--- src/rtl/xosera_bus_master.sv ---
// xosera_bus_master
//   Bus initiator for the Xosera 8-bit register bus. Each 16-bit request is
//   split into two byte cycles (even/high byte first, then odd/low byte), each
//   framed by programmable setup, strobe and hold times.
//
//   Parameters: SETUP_CYC, STROBE_CYC, HOLD_CYC (1..15 cycles each)
//
//   Ports:
//     clk, reset_n        clock, synchronous active-low reset
//     req_valid_i/ready_o request handshake
//     req_write_i         1 = write, 0 = read
//     req_reg_i           register number
//     req_wdata_i         write data, [15:8] is the even byte
//     rsp_valid_o         one-cycle completion pulse
//     rsp_rdata_o         read data {byte0, byte1}, 0 for writes
//     xosera_*            registered bus pins toward the responder
//
//   state  | meaning
//   -------+----------------------------------------------------------
//   IDLE   | ready for a request, bus parked with cs_n high
//   SETUP  | address/direction/data stable, cs_n high before strobe
//   STROBE | cs_n low, read byte sampled on the last strobe edge
//   HOLD   | cs_n high, bus fields held after strobe
//   DONE   | one-cycle response pulse
module xosera_bus_master #(
  parameter int SETUP_CYC  = 1,
  parameter int STROBE_CYC = 3,
  parameter int HOLD_CYC   = 1
) (
  input  logic        clk,
  input  logic        reset_n,
  input  logic        req_valid_i,
  output logic        req_ready_o,
  input  logic        req_write_i,
  input  logic [3:0]  req_reg_i,
  input  logic [15:0] req_wdata_i,
  output logic        rsp_valid_o,
  output logic [15:0] rsp_rdata_o,
  output logic        xosera_cs_n,
  output logic        xosera_rd_nwr,
  output logic [3:0]  xosera_reg_num,
  output logic        xosera_bytesel,
  output logic [7:0]  xosera_data_o,
  input  logic [7:0]  xosera_data_i
);

  localparam logic [3:0] SETUP_LD  = 4'(SETUP_CYC - 1);
  localparam logic [3:0] STROBE_LD = 4'(STROBE_CYC - 1);
  localparam logic [3:0] HOLD_LD   = 4'(HOLD_CYC - 1);

  typedef enum logic [2:0] {IDLE, SETUP, STROBE, HOLD, DONE} state_t;

  state_t      state;
  logic [3:0]  cnt;
  logic        wr_q;
  logic [15:0] wdata_q;
  logic [15:0] rdata_q;

  function automatic logic [7:0] wr_byte(input logic wr, input logic [15:0] d, input logic b);
    if (!wr)
      return 8'h00;
    return b ? d[7:0] : d[15:8];
  endfunction

  // xosera_bytesel doubles as the byte index of the transaction in flight.
  always_ff @(posedge clk) begin
    if (!reset_n) begin
      state          <= IDLE;
      cnt            <= 4'd0;
      wr_q           <= 1'b0;
      wdata_q        <= 16'h0000;
      rdata_q        <= 16'h0000;
      req_ready_o    <= 1'b0;
      rsp_valid_o    <= 1'b0;
      rsp_rdata_o    <= 16'h0000;
      xosera_cs_n    <= 1'b1;
      xosera_rd_nwr  <= 1'b1;
      xosera_reg_num <= 4'd0;
      xosera_bytesel <= 1'b0;
      xosera_data_o  <= 8'h00;
    end else begin
      rsp_valid_o <= 1'b0;
      case (state)
        IDLE: begin
          if (req_ready_o && req_valid_i) begin
            req_ready_o    <= 1'b0;
            wr_q           <= req_write_i;
            wdata_q        <= req_wdata_i;
            rdata_q        <= 16'h0000;
            xosera_rd_nwr  <= ~req_write_i;
            xosera_reg_num <= req_reg_i;
            xosera_bytesel <= 1'b0;
            xosera_data_o  <= wr_byte(req_write_i, req_wdata_i, 1'b0);
            cnt            <= SETUP_LD;
            state          <= SETUP;
          end else begin
            // first IDLE cycle after reset raises ready
            req_ready_o <= 1'b1;
          end
        end

        SETUP: begin
          if (cnt == 4'd0) begin
            xosera_cs_n <= 1'b0;
            cnt         <= STROBE_LD;
            state       <= STROBE;
          end else begin
            cnt <= cnt - 4'd1;
          end
        end

        STROBE: begin
          if (cnt == 4'd0) begin
            if (!wr_q) begin
              if (xosera_bytesel)
                rdata_q[7:0] <= xosera_data_i;
              else
                rdata_q[15:8] <= xosera_data_i;
            end
            xosera_cs_n <= 1'b1;
            cnt         <= HOLD_LD;
            state       <= HOLD;
          end else begin
            cnt <= cnt - 4'd1;
          end
        end

        HOLD: begin
          if (cnt == 4'd0) begin
            if (!xosera_bytesel) begin
              xosera_bytesel <= 1'b1;
              xosera_data_o  <= wr_byte(wr_q, wdata_q, 1'b1);
              cnt            <= SETUP_LD;
              state          <= SETUP;
            end else begin
              xosera_data_o <= 8'h00;
              rsp_valid_o   <= 1'b1;
              rsp_rdata_o   <= wr_q ? 16'h0000 : rdata_q;
              state         <= DONE;
            end
          end else begin
            cnt <= cnt - 4'd1;
          end
        end

        DONE: begin
          rsp_rdata_o <= 16'h0000;
          req_ready_o <= 1'b1;
          state       <= IDLE;
        end

        default: state <= IDLE;
      endcase
    end
  end

endmodule

--- config.mk ---
export PLATFORM = sky130hd
export DESIGN_NAME = xosera_bus_master
export DESIGN_NICKNAME = d
export VERILOG_FILES = /design/src/rtl/xosera_bus_master.sv
export SDC_FILE = /design/constraint.sdc
export NUM_CORES = 1
export LEC_CHECK = 0
export CELL_PAD_IN_SITES_DETAIL_PLACEMENT = 1
export CELL_PAD_IN_SITES_GLOBAL_PLACEMENT = 1
export CORE_ASPECT_RATIO = 0.8
export CORE_MARGIN = 1
export CORE_UTILIZATION = 38
export DETAILED_ROUTE_END_ITERATION = 10
export PLACE_DENSITY = 0.79
export SETUP_SLACK_MARGIN = 0.1
export SYNTH_ARGS = -nofsm -noshare
export SYNTH_HDL_FRONTEND = slang
export SYNTH_SLANG_ARGS = --single-unit
--- constraint.sdc ---
create_clock -name clk -period 2.31 [get_ports clk]
set_input_delay 0.693 -clock clk [delete_from_list [all_inputs] [get_ports clk]]
set_output_delay 0.693 -clock clk [all_outputs]
set_load 0.1 [all_outputs]
Run 1, clock routing:
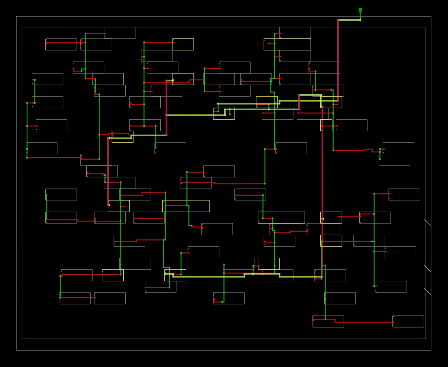
clk sinks: 65
clk pwr: 0.00126 W
Clock Skew: 0.00892 ns
clock buf count: 12
Seq cells: 65

Run 1, logic cells by family:
Bar = 20 µm.
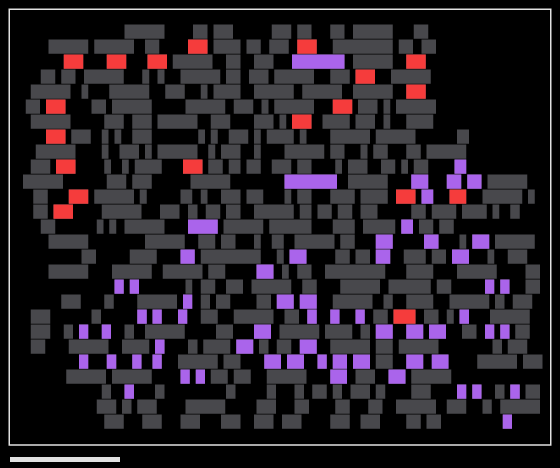
legend:
  inverting AOI/OAI gates:
    color: purple
    cells: 62
  AND-OR and OR-AND gates:
    color: red
    cells: 19

==> impl_metrics.yaml, run 1 <==
# generated from flow reports
critical_path:
  path_buffers: 2
  r2r_cells: 6
  r2r_start: "cnt[0]"
  crit_family: "buffers and inverters"
  path_class: "in -> reg"
  cp-startpoint: "req_valid_i"
logic_synthesis:
  synth_area_mm2: 0.00280
  yosysTopAreaCellShare_pct: 46.6
  ys_sh_mux_pct: 5.73
  xor_area_share_pct: 0.313
  top_area_cell: "dfxtp_1"
  synth.most_common_cell: "dfxtp_1"
  syn-num-nets: 315
  syn_inst: 281
  ys_cells: 281
clocking:
  cts_max_path_buffers: 2
  path_clk_slew_ns: 0.07
  cts_tree: "done"
  cts_root_buf: "clkbuf_8"
global_route:
  grt-ovfl-total: 0
layout:
  regArea_mm2: 0.00130
  seq-cell-share_pct: 34.3
  comb_area_mm2: 0.00135
  largestClassByArea: "combinational gates"
  utilization_pct: 54.3
  diodes: 0
timing:
  finalSetupTns_ns: 0
  slew_viol_final: 0
  setup_viol: 0
  worst_pin_slew_ns: 0.685
  period_used_pct: 85.2
  slew_headroom_pct: 54.3
run:
  cap_violations: 0
status:
  violations: "design-rule violations"
  status: "finished with violations"
routing:
  drc_errors: 3
  vias: 2563
  wl_per_cell_um: 18.8
die:
  fp_util_pct: 40.0
Run 1, signal wires by layer:
Two of the layers only.
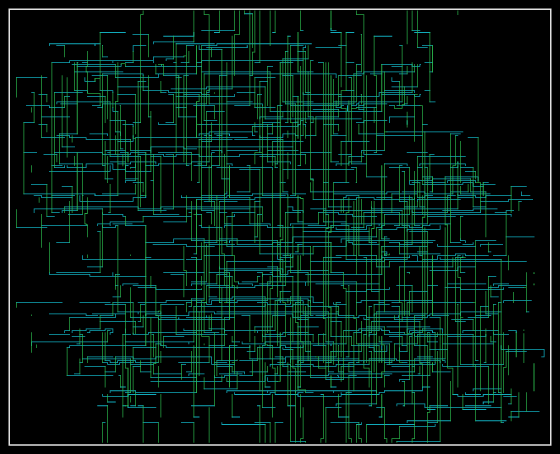
legend:
  met1:
    color: cyan
    wire_length: 3880 µm
  met2:
    color: green
    wire_length: 4000 µm

Run 1, sequential cells colored by netlist name:
Bar = 20 µm.
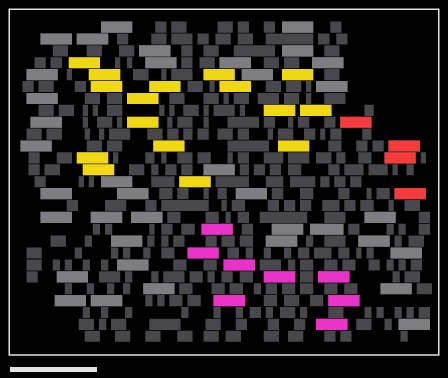
legend:
  `xosera_data_o`:
    color: magenta
    flops: 8
    where: bottom middle
  `cnt`:
    color: red
    flops: 4
    where: right middle
  `rdata_q`:
    color: yellow
    flops: 16
not colored: 37

==> run 1: per-stage QoR <==
stage | instance area [µm²] | setup slack [ns] | hold WS [ns] | power, W | instances
final | 3800 | 0.342 | 0.470 | 0.00486 | 444
after global routing | 3800 | 0.277 | 0.490 | 0.00506 | 444
after CTS | 3800 | 0.362 | 0.469 | 0.00486 | 444
after detailed placement | 3530 | 0.0436 | 0.458 | 0.00359 | 428
after global placement | 3530 | 0.104 | 0.447 | 0.00354 | 428
after floorplan | 2800 | 0.192 | 0.435 | 0.00297 | 281
==> run 1: flip-flops by register name (all words and copies together) (netlist names) <==
register	cells
xosera_data_o	8
xosera_rd_nwr	1
rsp_rdata_o	16
rsp_valid_o	1
wdata_q	8
xosera_reg_num	4
xosera_cs_n	1
cnt	4
req_ready_o	1
wr_q	1
rdata_q	16
xosera_bytesel	1
state	3
==> run 1: how the worst min path moves through the flow <==
stage / endpoint / slack [ns] / from / cells after the start
2_1_floorplan: rdata_q[0] / 0.44 / rdata_q[0] / 2
3_3_place_gp: rdata_q[11] / 0.45 / rdata_q[11] / 2
3_5_place_dp: rdata_q[3] / 0.46 / rdata_q[3] / 2
4_1_cts: rdata_q[3] / 0.47 / rdata_q[3] / 2
5_1_grt: rdata_q[5] / 0.49 / rdata_q[5] / 2
6_report: rdata_q[0] / 0.47 / rdata_q[0] / 2
==> run 1: where the power goes <==
group / internal (W) / switching (W) / leakage, nW
Combinational: 0.000800 / 0.00137 / 0.720
Clock: 0.000805 / 0.000454 / 0.129
Sequential: 0.00128 / 0.000148 / 0.527
Total: 0.00289 / 0.00197 / 1.38
==> run 1: per-layer routing <==
metal	part of all wire, %	wire, µm	global-route usage [%]
met3	4.2	353	4.84
met4	1.1	91	5.91
met2	48	4000	37.2
met5	0	0	0
met1	47	3880	29.0
==> run 2, diff against run 1 <==
--- a/config.mk
+++ b/config.mk
@@ -6,12 +6,12 @@
 export NUM_CORES = 1
 export LEC_CHECK = 0
 export CELL_PAD_IN_SITES_DETAIL_PLACEMENT = 1
-export CELL_PAD_IN_SITES_GLOBAL_PLACEMENT = 1
+export CELL_PAD_IN_SITES_GLOBAL_PLACEMENT = 2
 export CORE_ASPECT_RATIO = 0.8
 export CORE_MARGIN = 1
-export CORE_UTILIZATION = 38
+export CORE_UTILIZATION = 30
 export DETAILED_ROUTE_END_ITERATION = 10
-export PLACE_DENSITY = 0.79
+export PLACE_DENSITY = 0.77
 export SETUP_SLACK_MARGIN = 0.1
 export SYNTH_ARGS = -nofsm -noshare
 export SYNTH_HDL_FRONTEND = slang
Run 2, signal wires by layer:
Two of the layers only.
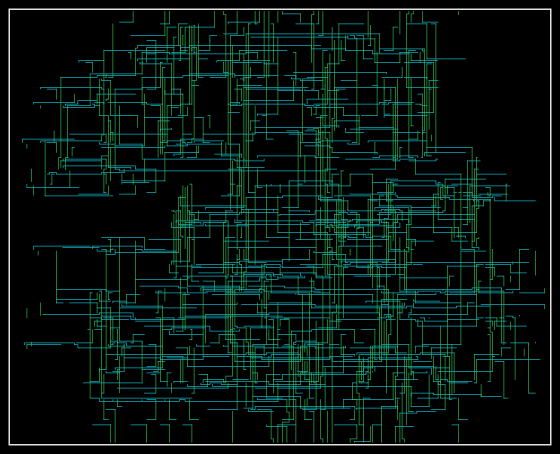
legend:
  met1:
    color: cyan
    wire_length: 4150 µm
  met2:
    color: green
    wire_length: 3630 µm

==> impl_metrics.yaml, run 2 <==
# generated from flow reports
routing:
  met1_length_um: 4150
  met2_length_um: 3630
  wl_met3_um: 363
  drc_errors: 0
  vias: 2543
pwr:
  top_power_group: "combinational logic"
  power_w: 0.00496
  p_seq_w: 0.00143
  pwr-share-comb_pct: 42.9
global_route:
  use_met2_pct: 26.8
  met3_usage_pct: 5.08
  globalRoute.busiestLayer: "met2"
  grt-ovfl-total: 0
timing:
  slew_viol_final: 0
  finalSetupTns_ns: 0
  period_used_pct: 88.5
  slew_headroom_pct: 56.1
  worst_pin_slew_ns: 0.659
layout:
  reg_top3: "rdata_q x16, rsp_rdata_o x16"
  regArea_mm2: 0.00130
critical_path:
  path_class: "reg -> reg"
  r2r_start: "cnt[0]"
  cp-startpoint: "cnt[0]"
clocking:
  clock_sinks: 65
  path_clk_slew_ns: 0.06
  cts_tree: "done"
  cts_max_path_buffers: 2
  cts_root_buf: "clkbuf_16"
logic_synthesis:
  syn-num-nets: 315
  syn_inst: 281
  top_area_cell: "dfxtp_1"
  ys_cells: 281
  yosysTopAreaCellShare_pct: 46.6
status:
  status: "finished clean"
placement:
  post_dp_cell_area_mm2: 0.00356
-- run 2: cell counts after synthesis --
Identical to the previous run, type by type.
-- run 2: worst register-to-register path: stages, from the launching register on --
cell     delay [ns]
dfxtp_1        0.31
inv_1          0.11
ha_1           0.28
or3b_1         0.54
nor4_4         0.29
buf_4          0.27
a32o_1         0.20
-- run 2: logic make-up after synthesis --
kind of cell    after synthesis  share of synthesized area (%)
compound gates               81                           23.3
xor+xnor                      1                          0.313
fa+ha+maj                     2                          0.895
buf+inv                      31                           5.06
flops                        65                           46.6
mux                          16                           5.73
simple gates                 85                           18.2
-- run 2: timing repair --
item / CTS / global route
endpoints found under the setup margin: 0 / 3
resized: 0 / 1
hold endpoints to repair: 0 / 0
-- run 2: through the flow --
stage	cells	util [%]	setup WS (ns)
3_5_place_dp	453	39.4	0.0403
2_1_floorplan	281	-	0.192
6_report	469	42.8	0.265
3_3_place_gp	453	39.4	0.0985
4_1_cts	469	42.8	0.225
5_1_grt	469	42.8	0.168
-- run 2: layout make-up --
class | count | area share (%)
inverters | 4 | 0.388
repair buffers | 84 | 19.3
multi-input cells | 185 | 35.1
well taps | 115 | 3.72
flip-flops and latches | 65 | 33.7
clock buffers | 9 | 5.82
clock inverters | 7 | 2.04
-- run 2: how the worst min path moves through the flow --
stage,startpoint,cells after the start,end,slack [ns]
2_1_floorplan,rdata_q[0],2,rdata_q[0],0.44
3_3_place_gp,rdata_q[14],2,rdata_q[14],0.45
6_report,rdata_q[2],2,rdata_q[2],0.46
3_5_place_dp,rdata_q[2],2,rdata_q[2],0.45
5_1_grt,rsp_rdata_o[15],1,rsp_rdata_o[15],0.48
4_1_cts,rdata_q[2],2,rdata_q[2],0.46
==> run 3, diff against run 2 <==
--- a/config.mk
+++ b/config.mk
@@ -6,12 +6,12 @@
 export NUM_CORES = 1
 export LEC_CHECK = 0
 export CELL_PAD_IN_SITES_DETAIL_PLACEMENT = 1
-export CELL_PAD_IN_SITES_GLOBAL_PLACEMENT = 2
+export CELL_PAD_IN_SITES_GLOBAL_PLACEMENT = 1
 export CORE_ASPECT_RATIO = 0.8
-export CORE_MARGIN = 1
-export CORE_UTILIZATION = 30
+export CORE_MARGIN = 2
+export CORE_UTILIZATION = 38
 export DETAILED_ROUTE_END_ITERATION = 10
-export PLACE_DENSITY = 0.77
+export PLACE_DENSITY = 0.79
 export SETUP_SLACK_MARGIN = 0.1
 export SYNTH_ARGS = -nofsm -noshare
 export SYNTH_HDL_FRONTEND = slang
Run 3, logic cells by family:
Bar = 20 µm.
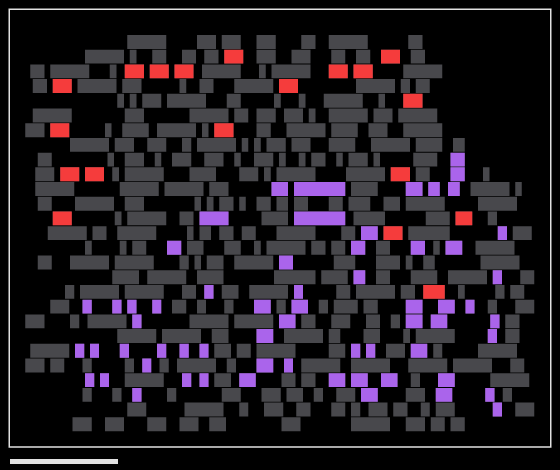
Non-Filler Instances: 440
combinational share of cell area: 36.8%
dominant logic cell type in the layout: dfxtp_1

==> impl_metrics.yaml, run 3 <==
# generated from flow reports
placement:
  pre_cts_ws_ns: 0.0593
  dpl.cell_count: 425
  post_dp_cell_area_mm2: 0.00352
logic_synthesis:
  syn_inst: 281
  ys_cells: 281
  xor_area_share_pct: 0.313
  logic_family: "AND-OR/OR-AND gates"
  aoi_share_pct: 23.3
  yosysTopAreaCellShare_pct: 46.6
  ys_sh_mux_pct: 5.73
  top_area_cell: "dfxtp_1"
  ys_sh_adder_pct: 0.895
hold_path:
  hp-start: "rdata_q[3]"
timing:
  slew_headroom_pct: 59.7
  fin_skew_ns: 0.00897
  slew_viol_final: 0
  setup_viol: 0
  fin_ws_ns: 0.254
  holdWs_ns: 0.463
  period_used_pct: 89.0
  worst_pin_slew_ns: 0.604
pwr:
  switching_share_pct: 43.9
  clockPowerShare_pct: 18.7
  p_sw_w: 0.00193
  power_w: 0.00439
  pwr-share-comb_pct: 48.3
  seq_power_share_pct: 33.1
clocking:
  clock_sinks: 65
  cts_tree: "done"
  path_clk_slew_ns: 0.07
  cts_root_buf: "clkbuf_8"
  cts_max_path_buffers: 2
layout:
  reg_top3: "rdata_q x16, rsp_rdata_o x16"
  regArea_mm2: 0.00130
  final_area_mm2: 0.00369
  diodes: 0
status:
  status: "finished clean"
routing:
  wl_per_cell_um: 19.1
  vias: 2547
  drc_errors: 0
critical_path:
  cp-startpoint: "cnt[0]"
  r2r_cells: 6
  path_class: "reg -> reg"
run:
  cap_violations: 0
global_route:
  grt-ovfl-total: 0
## run 3: cell families (layout without fill, tap and decap cells)
family,count (synthesis),after routing
AND-OR/OR-AND,81,81
XOR/XNOR,1,1
adder cells (fa/ha/maj),2,2
buffers and inverters,31,103
flip-flops,65,65
multiplexers,16,16
AND/OR/NAND/NOR,85,85
## run 3: repair_timing
item,CTS,global route
endpoints found under the setup margin,1,0
resized,1,0
setup buffers,0,0
hold endpoints to repair,0,0
hold buffers,0,0
## run 3: cell type report
| cell class | count | area share (%) |
|---|---|---|
| Sequential cell | 65 | 35.3 |
| Multi-Input combinational cell | 185 | 36.8 |
| Inverter | 4 | 0.407 |
| Clock buffer | 11 | 3.83 |
| Clock inverter | 4 | 0.542 |
| Tap cell | 87 | 2.95 |
| Timing Repair Buffer | 84 | 20.2 |
## run 3: power groups by stage
stage,combinational [W],sequential (W),clock [W]
after floorplan,0.00100,0.00197,0
after global placement,0.00205,0.00145,0
after detailed placement,0.00209,0.00146,0
after CTS,0.00211,0.00145,0.000837
after global routing,0.00224,0.00147,0.000893
final,0.00212,0.00145,0.000819
## run 3: layer usage
metal | up-vias | global-route usage [%] | part of all wire (%)
li1 | 1218 | - | -
met1 | 1266 | 28.9 | 47
met3 | 2 | 5.48 | 4.1
met2 | 61 | 36.0 | 49
met5 | - | 0 | 0
met4 | 0 | 4.79 | 0.50
## run 3: critical path, delay by kind of cell, from the launching register on
kind | cells | cell delay [ns]
buffers and inverters | 2 | 0.39
adder cells (fa/ha/maj) | 1 | 0.26
AND/OR/NAND/NOR | 2 | 0.84
AND-OR/OR-AND | 1 | 0.19
flip-flops | 1 | 0.31
No activity file was given, so power comes from the tool's default toggle rates.
